$ cat src/rtl/key_decoder_if.sv
// key_decoder_if: switch/button inputs and octave/note outputs of the key decoder
interface key_decoder_if;
    logic [6:0] sw;
    logic       btn_up;
    logic       btn_down;
    logic [2:0] octave;
    logic [2:0] note;
    logic       note_changed;
    modport master (output sw, btn_up, btn_down, input octave, note, note_changed);
    modport slave  (input sw, btn_up, btn_down, output octave, note, note_changed);
endinterface

$ cat src/rtl/key_decoder.sv
// key_decoder: synchronizes/debounces note switches and octave buttons, tracks octave, encodes note.
// Define KEY_DECODER_OCTAVE_WRAP_EN to make the octave wrap instead of saturating at 0/7.
module key_decoder #(
    parameter int DEBOUNCE_CYCLES = 1000000,
    parameter int OCTAVE_RESET    = 4
) (
    input logic          clk,
    input logic          rst_n,
    key_decoder_if.slave kif
);
    localparam int CW = $clog2(DEBOUNCE_CYCLES);
    localparam logic [CW-1:0] CMAX = CW'(DEBOUNCE_CYCLES - 1);

    typedef enum logic {IDLE, HELD} state_t;

    logic [8:0]    raw, s1, s2, db;
    logic [CW-1:0] cnt [9];
    state_t        state;
    logic [2:0]    octave_q, note_q, oct_nxt, note_nxt;
    logic          changed_q, up, dn;

    assign raw = {kif.btn_down, kif.btn_up, kif.sw};
    assign up  = db[7];
    assign dn  = db[8];

    // Debounce: the level flips only after DEBOUNCE_CYCLES consecutive mismatching samples
    always_ff @(posedge clk or negedge rst_n) begin
        if (!rst_n) begin
            s1 <= '0;
            s2 <= '0;
            db <= '0;
            for (int i = 0; i < 9; i++) cnt[i] <= '0;
        end else begin
            s1 <= raw;
            s2 <= s1;
            for (int i = 0; i < 9; i++) begin
                if (s2[i] == db[i]) cnt[i] <= '0;
                else if (cnt[i] == CMAX) begin
                    db[i]  <= s2[i];
                    cnt[i] <= '0;
                end else cnt[i] <= cnt[i] + CW'(1);
            end
        end
    end

    always_comb begin
        note_nxt = '0;
        for (int i = 6; i >= 0; i--) if (db[i]) note_nxt = 3'(i + 1);
    end

    always_comb begin
`ifdef KEY_DECODER_OCTAVE_WRAP_EN
        oct_nxt = (state == IDLE && up && !dn) ? octave_q + 3'd1 :
                  (state == IDLE && dn && !up) ? octave_q - 3'd1 : octave_q;
`else
        oct_nxt = (state == IDLE && up && !dn && octave_q != 3'd7) ? octave_q + 3'd1 :
                  (state == IDLE && dn && !up && octave_q != 3'd0) ? octave_q - 3'd1 : octave_q;
`endif
    end

    // In IDLE a high debounced button is necessarily a fresh rising edge
    always_ff @(posedge clk or negedge rst_n) begin
        if (!rst_n) begin
            state     <= IDLE;
            octave_q  <= 3'(OCTAVE_RESET);
            note_q    <= '0;
            changed_q <= 1'b0;
        end else begin
            state     <= (up || dn) ? HELD : IDLE;
            octave_q  <= oct_nxt;
            note_q    <= note_nxt;
            changed_q <= (oct_nxt != octave_q) || (note_nxt != note_q);
        end
    end

    assign kif.octave       = octave_q;
    assign kif.note         = note_q;
    assign kif.note_changed = changed_q;
endmodule

$ cat src/flat_wrapper.sv
// flat-port wrapper written by rule: the top's interface ports become plain ports
module key_decoder_flat 
#(
    parameter int DEBOUNCE_CYCLES = 1000000,
    parameter int OCTAVE_RESET    = 4
)
  (clk, rst_n, kif_sw, kif_btn_up, kif_btn_down, kif_octave, kif_note, kif_note_changed);
  key_decoder_if kif_i ();
  input logic clk;
  input logic rst_n;
  input wire logic [$bits(kif_i.sw)-1:0] kif_sw;
  input wire logic [$bits(kif_i.btn_up)-1:0] kif_btn_up;
  input wire logic [$bits(kif_i.btn_down)-1:0] kif_btn_down;
  output wire logic [$bits(kif_i.octave)-1:0] kif_octave;
  output wire logic [$bits(kif_i.note)-1:0] kif_note;
  output wire logic [$bits(kif_i.note_changed)-1:0] kif_note_changed;
  assign kif_i.sw = kif_sw;
  assign kif_i.btn_up = kif_btn_up;
  assign kif_i.btn_down = kif_btn_down;
  assign kif_octave = kif_i.octave;
  assign kif_note = kif_i.note;
  assign kif_note_changed = kif_i.note_changed;
  key_decoder #(.DEBOUNCE_CYCLES(DEBOUNCE_CYCLES), .OCTAVE_RESET(OCTAVE_RESET)) u_core (.clk(clk), .rst_n(rst_n), .kif(kif_i));
endmodule
$ cat config.mk
export PLATFORM = sky130hd
export DESIGN_NAME = key_decoder_flat
export DESIGN_NICKNAME = d
export VERILOG_FILES = /design/src/rtl/key_decoder_if.sv /design/src/rtl/key_decoder.sv /design/src/flat_wrapper.sv
export SDC_FILE = /design/constraint.sdc
export NUM_CORES = 1
export LEC_CHECK = 0
export CAP_MARGIN = 20
export CORE_AREA = 2 2 149 151
export DETAILED_ROUTE_END_ITERATION = 8
export DIE_AREA = 0 0 151 153
export PLACE_DENSITY = 0.65
export SKIP_LAST_GASP = 1
export SLEW_MARGIN = 20
export SYNTH_ARGS = -nofsm -noshare
export SYNTH_HDL_FRONTEND = slang
export SYNTH_SLANG_ARGS = --single-unit
$ cat constraint.sdc
create_clock -name clk -period 2.7 [get_ports clk]
set_clock_uncertainty 0.2 [all_clocks]
set_input_delay 0.27 -clock clk [delete_from_list [all_inputs] [get_ports clk]]
set_output_delay 0.27 -clock clk [all_outputs]
set_load 0.005 [all_outputs]
Fig. 1: run 1, M1 wires
Scale bar: 50 um.
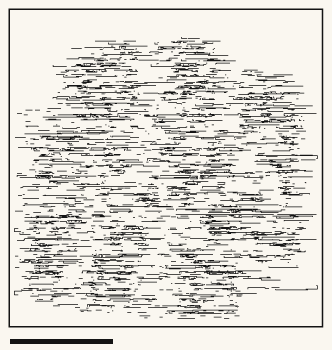
wire length on this layer	8,420 um
share of all routed wire	50%

Fig. 2: run 1, metal 2
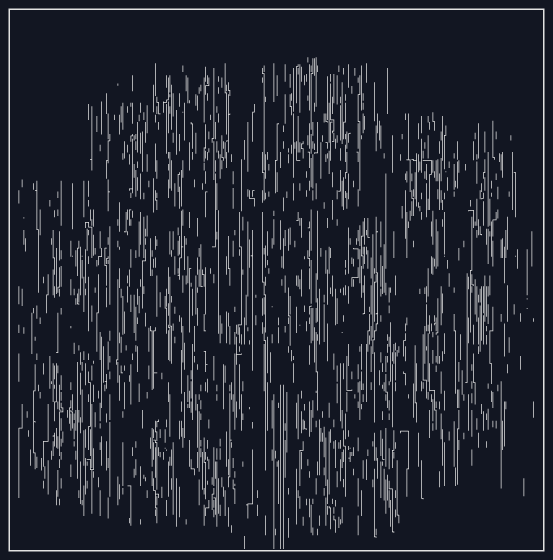
share of all routed wire	45%
wire length on this layer	7,650 um
main direction	vertical
longest straight run	46.4 um
nets with wire on the layer	812

Fig. 3: run 1, signal wires on met3
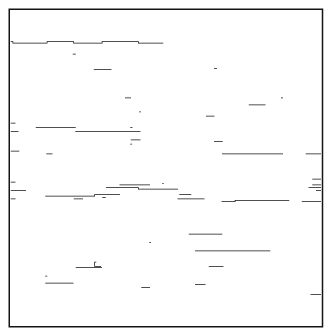
main direction	horizontal
wire length on this layer	495 um
nets with wire on the layer	27
longest straight run	36.1 um

==> flow_summary.html, run 1 <==
<p>Metrics extracted from the flow reports.</p>
<table>
<tr><th>Metric</th><th>Value</th></tr>
<tr><th colspan="2">Run status</th></tr>
<tr><td>Result of the run</td><td>completed</td></tr>
<tr><th colspan="2">Global routing</th></tr>
<tr><td>Fraction of met2 tracks used by global routing</td><td>0.240</td></tr>
<tr><td>Antenna violations before repair</td><td>0</td></tr>
<tr><td>Met3 layer usage reported by global route</td><td>0.0248</td></tr>
<tr><td>Aggregate global routing overflow</td><td>0</td></tr>
<tr><td>Layer with the highest usage after global routing</td><td>met2</td></tr>
<tr><td>First-pass GRT wire length</td><td>29,700 um</td></tr>
<tr><td>Global-route total usage across every layer</td><td>0.152</td></tr>
<tr><th colspan="2">Synth</th></tr>
<tr><td>Xor-xnor portion of the synthesized cell area</td><td>0.153</td></tr>
<tr><td>Gate count of the mapped netlist</td><td>959</td></tr>
<tr><td>Chip area from the yosys synthesis statistics</td><td>10,000 um^2</td></tr>
<tr><td>Async set-or-reset flop fraction in the synthesized netlist</td><td>1.00</td></tr>
<tr><td>Post-synthesis adder-cell area fraction</td><td>0.0163</td></tr>
<tr><td>Syn Area/Cell</td><td>10.4 um^2</td></tr>
<tr><td>Share of the yosys chip area belonging to registers</td><td>0.538</td></tr>
<tr><td>Top non-seq family</td><td>simple AND/OR/NAND/NOR gates</td></tr>
<tr><td>Synth flops</td><td>215</td></tr>
<tr><td>Area fraction in mux cells</td><td>0.0108</td></tr>
<tr><td>Syn nets</td><td>983</td></tr>
<tr><td>Top flip-flop cell by instance count after synthesis</td><td>sky130_fd_sc_hd__dfrtp_1</td></tr>
<tr><td>Number of synthesized flops with an enable pin</td><td>0</td></tr>
<tr><td>Synth top area cells</td><td>sky130_fd_sc_hd__dfrtp_1 (54%), sky130_fd_sc_hd__xor2_1 (9.9%), sky130_fd_sc_hd__nor2_1 (7.5%), sky130_fd_sc_hd__xnor2_1 (5.4%), sky130_fd_sc_hd__nand3_1 (3.4%)</td></tr>
<tr><td>Cell with the most instances after synthesis</td><td>sky130_fd_sc_hd__dfrtp_1</td></tr>
<tr><td>Most used standard cells in the synthesized netlist</td><td>sky130_fd_sc_hd__dfrtp_1 (214), sky130_fd_sc_hd__nor2_1 (200), sky130_fd_sc_hd__xor2_1 (113), sky130_fd_sc_hd__nand2_1 (80), sky130_fd_sc_hd__nand3_1 (68)</td></tr>
<tr><td>Warnings, synthesis</td><td>0</td></tr>
<tr><td>Post-Synthesis Cell Area</td><td>10,000 um^2</td></tr>
<tr><td>Cell total in the yosys stat output</td><td>959</td></tr>
<tr><th colspan="2">Floorplan</th></tr>
<tr><td>Area of the placeable core</td><td>21,500 um^2</td></tr>
<tr><td>Chip area</td><td>23,100 um^2</td></tr>
<tr><td>Floorplan core density</td><td>0.466</td></tr>
<tr><td>Tap cell instance count</td><td>280</td></tr>
<tr><td>Height of the chip</td><td>153 um</td></tr>
<tr><th colspan="2">Pwr</th></tr>
<tr><td>Sum of internal, switching and leakage power</td><td>0.00655 W</td></tr>
<tr><td>Total clock network power</td><td>0.00304 W</td></tr>
<tr><td>Comb. pwr</td><td>0.000203 W</td></tr>
<tr><td>Static leakage</td><td>4.94 nW</td></tr>
<tr><td>Combinational fraction of design power</td><td>0.031</td></tr>
<tr><td>Power Sequential</td><td>0.00331 W</td></tr>
<tr><td>Pwr per Cell Area</td><td>578 nW/um^2</td></tr>
<tr><td>Fraction of power spent switching nets</td><td>0.219</td></tr>
<tr><td>Clock power frac</td><td>0.464</td></tr>
<tr><td>Max rail drop VDD</td><td>0.423 mV</td></tr>
<tr><td>Sequential power share</td><td>0.505</td></tr>
<tr><td>Top contributor to total power</td><td>sequential cells</td></tr>
<tr><td>Internal</td><td>0.00512 W</td></tr>
<tr><th colspan="2">Critical path</th></tr>
<tr><td>Critical path required time</td><td>2.90 ns</td></tr>
<tr><td>Critical path endpoint category</td><td>flop</td></tr>
<tr><td>Worst setup slack for register-to-register paths</td><td>0.50 ns</td></tr>
<tr><td>Delay of the slowest cell on the worst path</td><td>0.38 ns</td></tr>
<tr><td>Dominant delay contributor by cell family on the critical path</td><td>simple AND/OR/NAND/NOR gates</td></tr>
<tr><td>Buf+Inv Stages, Crit Path</td><td>1</td></tr>
<tr><td>Worst setup SP type</td><td>flop</td></tr>
<tr><td>Critical path fanouts, max</td><td>10</td></tr>
<tr><td>Slowest library cell on the worst path</td><td>sky130_fd_sc_hd__dfrtp_1</td></tr>
<tr><td>Critical path origin</td><td>u_core.cnt[40]$_DFF_PN0_</td></tr>
<tr><td>Worst Reg-to-Reg Cells</td><td>7</td></tr>
<tr><th colspan="2">Cells and area</th></tr>
<tr><td>Multi-input gate share of total cell area</td><td>0.394</td></tr>
<tr><td>Count of multi-input gates</td><td>718</td></tr>
<tr><td>Filler instances</td><td>1,928</td></tr>
<tr><td>Flops</td><td>215</td></tr>
<tr><td>Buffer share of cell area</td><td>0.0307</td></tr>
<tr><td>Post-route insts no fill</td><td>1,305</td></tr>
<tr><td>Finished layout cell area</td><td>11,300 um^2</td></tr>
<tr><td>Area-dominant class</td><td>registers</td></tr>
<tr><td>Top library cells by usage in the layout, fill and taps aside</td><td>sky130_fd_sc_hd__dfrtp_1 (214), sky130_fd_sc_hd__nor2_1 (200), sky130_fd_sc_hd__xor2_1 (113)</td></tr>
<tr><td>Number of flip-flops in the largest register</td><td>180</td></tr>
<tr><td>Area used by multi-input combinational logic</td><td>4470 um^2</td></tr>
<tr><td>Layout area overhead</td><td>13.4%</td></tr>
<tr><td>Share of the core filled with cells</td><td>0.528</td></tr>
<tr><td>Area taken by flip-flops and latches</td><td>5380 um^2</td></tr>
<tr><th colspan="2">CTS</th></tr>
<tr><td>Cell at the root of the clock tree</td><td>sky130_fd_sc_hd__clkbuf_16</td></tr>
<tr><td>Clock buffers created by TritonCTS</td><td>24</td></tr>
<tr><td>Clock sink total</td><td>215</td></tr>
<tr><td>Cells resized by post-CTS repair</td><td>0</td></tr>
<tr><td>CTS tree</td><td>yes</td></tr>
<tr><th colspan="2">STA</th></tr>
<tr><td>Shortest clock period the worst path allows after layout</td><td>2.20 ns</td></tr>
<tr><td>Pins over their slew limit</td><td>0</td></tr>
<tr><td>Worst path setup slack after routing</td><td>0.499 ns</td></tr>
<tr><td>Maximum frequency from static timing analysis</td><td>0.454 GHz</td></tr>
<tr><td>Final number of hold-violating endpoints</td><td>0</td></tr>
<tr><td>Fin Setup TNS</td><td>0 ns</td></tr>
<tr><td>Final count of negative-setup-slack endpoints</td><td>0</td></tr>
<tr><td>WHS</td><td>0.0173 ns</td></tr>
<tr><th colspan="2">Routing</th></tr>
<tr><td>ANT nets after route</td><td>0</td></tr>
<tr><td>Number of search-and-repair iterations in the first detailed-routing pass</td><td>4</td></tr>
<tr><td>Final wirelength</td><td>16,900 um</td></tr>
<tr><td>Wire length on met3</td><td>495 um</td></tr>
<tr><td>Routed met1 length</td><td>8420 um</td></tr>
<tr><td>Drt drc</td><td>0</td></tr>
<tr><th colspan="2">Place</th></tr>
<tr><td>Post-Place Worst Slack</td><td>0.477 ns</td></tr>
<tr><td>Buffers added on ports</td><td>17</td></tr>
<tr><td>Instance area after placement</td><td>10,500 um^2</td></tr>
<tr><td>Post-detailed-placement half-perimeter wirelength</td><td>11,000 um</td></tr>
<tr><td>Last weighted congestion value of the routability-driven placer</td><td>0.773</td></tr>
<tr><th colspan="2">Worst hold path</th></tr>
<tr><td>Sink of the worst hold path</td><td>u_core.s1[7]$_DFF_PN0_</td></tr>
<tr><td>Type of the worst min-delay path</td><td>in -&gt; reg</td></tr>
<tr><td>Startpoint of the tightest hold check path</td><td>kif_btn_up</td></tr>
<tr><td>Worst hold path stage count</td><td>1</td></tr>
<tr><th colspan="2">Run</th></tr>
<tr><td>Number of warning messages in the logs</td><td>28</td></tr>
<tr><td>Number of max-cap violations</td><td>0</td></tr>
</table>
==> inputs of run 2 (changes only) <==
- PLACE_DENSITY: 0.65 -> 0.68
- clock period: 2.7 -> 1.8 ns (I/O delays scaled with it)
Fig. 4: run 2, congestion heat map
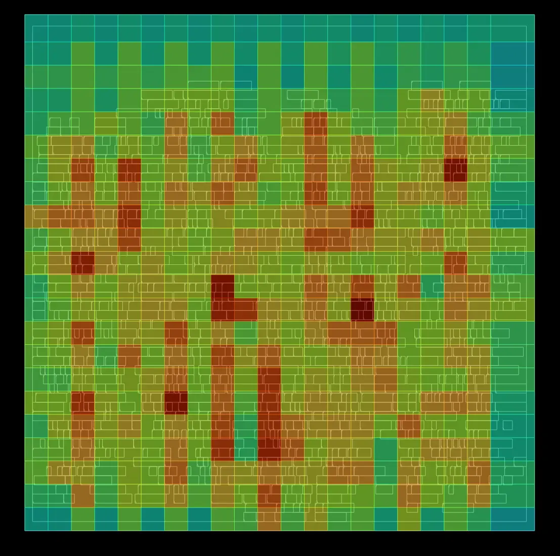
fraction of met2 tracks used by global routing: 0.297
Global Route met1 Usage: 0.230

==> flow_summary.html, run 2 <==
<p>Metrics extracted from the flow reports.</p>
<table>
<tr><th>Metric</th><th>Value</th></tr>
<tr><th colspan="2">Pwr</th></tr>
<tr><td>Max rail drop VDD</td><td>0.800 mV (+89%)</td></tr>
<tr><td>Total clock network power</td><td>0.00520 W (+71%)</td></tr>
<tr><td>Comb. pwr</td><td>0.000573 W (+180%)</td></tr>
<tr><td>Clock power frac</td><td>0.485 (+0.021)</td></tr>
<tr><td>Static leakage</td><td>6.13 nW (+24%)</td></tr>
<tr><td>Top contributor to total power</td><td>clock</td></tr>
<tr><td>Net load switching power</td><td>0.00227 W</td></tr>
<tr><td>Combinational fraction of design power</td><td>0.053 (+0.022)</td></tr>
<tr><td>Sequential power share</td><td>0.462 (-0.043)</td></tr>
<tr><td>Fraction of power spent switching nets</td><td>0.212 (-0.00700)</td></tr>
<tr><td>Internal</td><td>0.00846 W (+65%)</td></tr>
<tr><td>Sum of internal, switching and leakage power</td><td>0.0107 W (+64%)</td></tr>
<tr><td>Pwr per Cell Area</td><td>779 nW/um^2 (+35%)</td></tr>
<tr><td>Power Sequential</td><td>0.00496 W (+50%)</td></tr>
<tr><th colspan="2">Cells and area</th></tr>
<tr><td>Filler instances</td><td>1,643 (-15%)</td></tr>
<tr><td>Layout area overhead</td><td>37.7%</td></tr>
<tr><td>Multi-input gate share of total cell area</td><td>0.374 (-0.0205)</td></tr>
<tr><td>Share of the core filled with cells</td><td>0.641 (+0.114)</td></tr>
<tr><td>Most common cell after layout, fill and taps aside</td><td>sky130_fd_sc_hd__dfrtp_1</td></tr>
<tr><td>Number of non-clock inverters in the layout</td><td>13</td></tr>
<tr><td>Area taken by flip-flops and latches</td><td>5380 um^2 (about the same)</td></tr>
<tr><td>Post-route insts no fill</td><td>1,500 (+15%)</td></tr>
<tr><td>Area-dominant class</td><td>registers</td></tr>
<tr><td>Count of non-CTS buffers in the layout</td><td>227</td></tr>
<tr><td>Top library cells by usage in the layout, fill and taps aside</td><td>sky130_fd_sc_hd__dfrtp_1 (213), sky130_fd_sc_hd__buf_4 (179), sky130_fd_sc_hd__nor2_1 (148)</td></tr>
<tr><td>Register fraction of the total cell area</td><td>0.391</td></tr>
<tr><td>Clock distribution area overhead in the final layout</td><td>0.0628</td></tr>
<tr><td>Register with the most flip-flops</td><td>u_core.cnt</td></tr>
<tr><td>Area used by multi-input combinational logic</td><td>5150 um^2 (+15%)</td></tr>
<tr><td>Buffer share of cell area</td><td>0.144 (+0.113)</td></tr>
<tr><td>Number of nets at the end of the flow</td><td>1,226</td></tr>
<tr><td>Flops</td><td>215 (unchanged)</td></tr>
<tr><td>Number of flip-flops in the largest register</td><td>180 (unchanged)</td></tr>
<tr><td>Count of multi-input gates</td><td>721 (+0.42%)</td></tr>
<tr><td>Finished layout cell area</td><td>13,800 um^2 (+22%)</td></tr>
<tr><th colspan="2">Place</th></tr>
<tr><td>Buffers added on ports</td><td>17 (unchanged)</td></tr>
<tr><td>Post-Place Worst Slack</td><td>-0.0869 ns (-0.564 ns)</td></tr>
<tr><td>Last weighted congestion value of the routability-driven placer</td><td>0.781 (+0.98%)</td></tr>
<tr><td>Instance area after placement</td><td>11,700 um^2 (+11%)</td></tr>
<tr><td>Post-detailed-placement half-perimeter wirelength</td><td>12,600 um (+14%)</td></tr>
<tr><th colspan="2">Routing</th></tr>
<tr><td>Wire length on met3</td><td>672 um (+36%)</td></tr>
<tr><td>Via count</td><td>7,605</td></tr>
<tr><td>Routed met1 length</td><td>9180 um (+9.1%)</td></tr>
<tr><td>Routed length on met2</td><td>10,700 um</td></tr>
<tr><td>Final wirelength</td><td>21,000 um (+24%)</td></tr>
<tr><td>Number of search-and-repair iterations in the first detailed-routing pass</td><td>4 (unchanged)</td></tr>
<tr><td>DRC violation total after the first TritonRoute iteration</td><td>244</td></tr>
<tr><td>Drt wl/cell</td><td>14.0 um</td></tr>
<tr><td>Drt drc</td><td>0 (unchanged)</td></tr>
<tr><td>ANT nets after route</td><td>0 (unchanged)</td></tr>
<tr><th colspan="2">STA</th></tr>
<tr><td>Final count of negative-setup-slack endpoints</td><td>54 (+54)</td></tr>
<tr><td>Unrepaired setup endpoints after global routing</td><td>yes</td></tr>
<tr><td>Fin Setup TNS</td><td>-2.16 ns (-2.16 ns)</td></tr>
<tr><td>Pins over their slew limit</td><td>0 (unchanged)</td></tr>
<tr><td>WHS</td><td>-0.0365 ns (-0.0538 ns)</td></tr>
<tr><td>Worst path setup slack after routing</td><td>-0.0850 ns (-0.584 ns)</td></tr>
<tr><td>Shortest clock period the worst path allows after layout</td><td>1.88 ns (-0.316 ns)</td></tr>
<tr><td>Maximum frequency from static timing analysis</td><td>0.531 GHz (+17%)</td></tr>
<tr><td>Final number of hold-violating endpoints</td><td>37 (+37)</td></tr>
<tr><th colspan="2">Run status</th></tr>
<tr><td>Violated checks</td><td>hold timing, setup timing</td></tr>
<tr><td>Result of the run</td><td>finished, violations left</td></tr>
<tr><th colspan="2">CTS</th></tr>
<tr><td>Clock sink total</td><td>215 (unchanged)</td></tr>
<tr><td>CTS clock-pin slew for the worst setup and hold paths</td><td>0.06 ns</td></tr>
<tr><td>Clock buffers created by TritonCTS</td><td>24 (unchanged)</td></tr>
<tr><td>Insertion Delay late pin</td><td>0.51 ns</td></tr>
<tr><td>Cells resized by post-CTS repair</td><td>24 (+24)</td></tr>
<tr><td>H-tree level count</td><td>1</td></tr>
<tr><td>Cell at the root of the clock tree</td><td>sky130_fd_sc_hd__clkbuf_16</td></tr>
<tr><td>Number of buffers on the longest clock path</td><td>3</td></tr>
<tr><td>CTS tree</td><td>yes</td></tr>
<tr><td>Number of post-CTS setup repair buffers</td><td>7</td></tr>
<tr><th colspan="2">Critical path</th></tr>
<tr><td>Reg-to-reg endpoint</td><td>u_core.db[4]$_DFFE_PN0P_</td></tr>
<tr><td>Critical path endpoint category</td><td>flop</td></tr>
<tr><td>Number of stages on the worst setup path</td><td>5</td></tr>
<tr><td>Buf+Inv Stages, Crit Path</td><td>0 (-1)</td></tr>
<tr><td>Worst setup SP type</td><td>flop</td></tr>
<tr><td>Worst setup slack for register-to-register paths</td><td>-0.08 ns (-0.58 ns)</td></tr>
<tr><td>Worst reg2reg startpoint</td><td>u_core.cnt[81]$_DFF_PN0_</td></tr>
<tr><td>Worst Reg-to-Reg Cells</td><td>5 (-2)</td></tr>
<tr><td>Classification of the worst setup path</td><td>reg -&gt; reg</td></tr>
<tr><td>Dominant delay contributor by cell family on the critical path</td><td>simple AND/OR/NAND/NOR gates</td></tr>
<tr><td>Critical path required time</td><td>1.99 ns (-0.91 ns)</td></tr>
<tr><td>Slowest library cell on the worst path</td><td>sky130_fd_sc_hd__or3_4</td></tr>
<tr><td>Critical path fanouts, max</td><td>3 (-7)</td></tr>
<tr><td>Delay of the slowest cell on the worst path</td><td>0.43 ns (+0.05 ns)</td></tr>
<tr><td>Critical path origin</td><td>u_core.cnt[81]$_DFF_PN0_</td></tr>
<tr><th colspan="2">Synth</th></tr>
<tr><td>Top non-seq family</td><td>simple AND/OR/NAND/NOR gates</td></tr>
<tr><td>Xor-xnor portion of the synthesized cell area</td><td>0.153 (unchanged)</td></tr>
<tr><td>Post-synthesis adder-cell area fraction</td><td>0.0163 (unchanged)</td></tr>
<tr><td>Most used standard cells in the synthesized netlist</td><td>sky130_fd_sc_hd__dfrtp_1 (214), sky130_fd_sc_hd__nor2_1 (200), sky130_fd_sc_hd__xor2_1 (113), sky130_fd_sc_hd__nand2_1 (80), sky130_fd_sc_hd__nand3_1 (68)</td></tr>
<tr><td>Syn Area/Cell</td><td>10.4 um^2 (unchanged)</td></tr>
<tr><td>Largest area contributor in the netlist</td><td>sky130_fd_sc_hd__dfrtp_1</td></tr>
<tr><td>Area fraction in mux cells</td><td>0.0108 (unchanged)</td></tr>
<tr><td>Synth top area cells</td><td>sky130_fd_sc_hd__dfrtp_1 (54%), sky130_fd_sc_hd__xor2_1 (9.9%), sky130_fd_sc_hd__nor2_1 (7.5%), sky130_fd_sc_hd__xnor2_1 (5.4%), sky130_fd_sc_hd__nand3_1 (3.4%)</td></tr>
<tr><td>Cell total in the yosys stat output</td><td>959 (unchanged)</td></tr>
<tr><td>Cell with the most instances after synthesis</td><td>sky130_fd_sc_hd__dfrtp_1</td></tr>
<tr><td>Share of the yosys chip area belonging to registers</td><td>0.538 (unchanged)</td></tr>
<tr><td>Post-Synthesis Cell Area</td><td>10,000 um^2 (unchanged)</td></tr>
<tr><td>Warnings, synthesis</td><td>0 (unchanged)</td></tr>
<tr><td>Gate count of the mapped netlist</td><td>959 (unchanged)</td></tr>
<tr><td>Number of synthesized flops with an enable pin</td><td>0 (unchanged)</td></tr>
<tr><td>Top flip-flop cell by instance count after synthesis</td><td>sky130_fd_sc_hd__dfrtp_1</td></tr>
<tr><td>Synth flops</td><td>215 (unchanged)</td></tr>
<tr><td>Async set-or-reset flop fraction in the synthesized netlist</td><td>1.00 (unchanged)</td></tr>
<tr><td>Syn nets</td><td>983 (unchanged)</td></tr>
<tr><td>Share of the synthesized area in the top cell type</td><td>0.535</td></tr>
<tr><td>Chip area from the yosys synthesis statistics</td><td>10,000 um^2 (unchanged)</td></tr>
<tr><td>Number of different library cells in the post-synthesis netlist</td><td>42</td></tr>
<tr><th colspan="2">Global routing</th></tr>
<tr><td>Aggregate global routing overflow</td><td>0 (unchanged)</td></tr>
<tr><td>First-pass GRT wire length</td><td>33,500 um (+13%)</td></tr>
<tr><td>Layer with the highest usage after global routing</td><td>met2</td></tr>
<tr><td>Antenna violations before repair</td><td>0 (unchanged)</td></tr>
<tr><td>Met3 layer usage reported by global route</td><td>0.0287 (+0.00388)</td></tr>
<tr><td>Global-route total usage across every layer</td><td>0.174 (+0.0220)</td></tr>
<tr><th colspan="2">Floorplan</th></tr>
<tr><td>Area of the placeable core</td><td>21,500 um^2 (unchanged)</td></tr>
<tr><td>Cell row count</td><td>54</td></tr>
<tr><td>Tap cell instance count</td><td>280 (unchanged)</td></tr>
<tr><td>Floorplan core density</td><td>0.466 (unchanged)</td></tr>
<tr><td>Number of ports placed on the die boundary</td><td>18</td></tr>
<tr><td>Height of the chip</td><td>153 um (unchanged)</td></tr>
<tr><td>Chip area</td><td>23,100 um^2 (unchanged)</td></tr>
<tr><th colspan="2">Run</th></tr>
<tr><td>Number of max-cap violations</td><td>0 (unchanged)</td></tr>
<tr><td>Number of warning messages in the logs</td><td>33 (+18%)</td></tr>
<tr><th colspan="2">Worst hold path</th></tr>
<tr><td>Type of the worst min-delay path</td><td>in -&gt; async</td></tr>
</table>
Power is estimated from default activity; no workload was simulated.
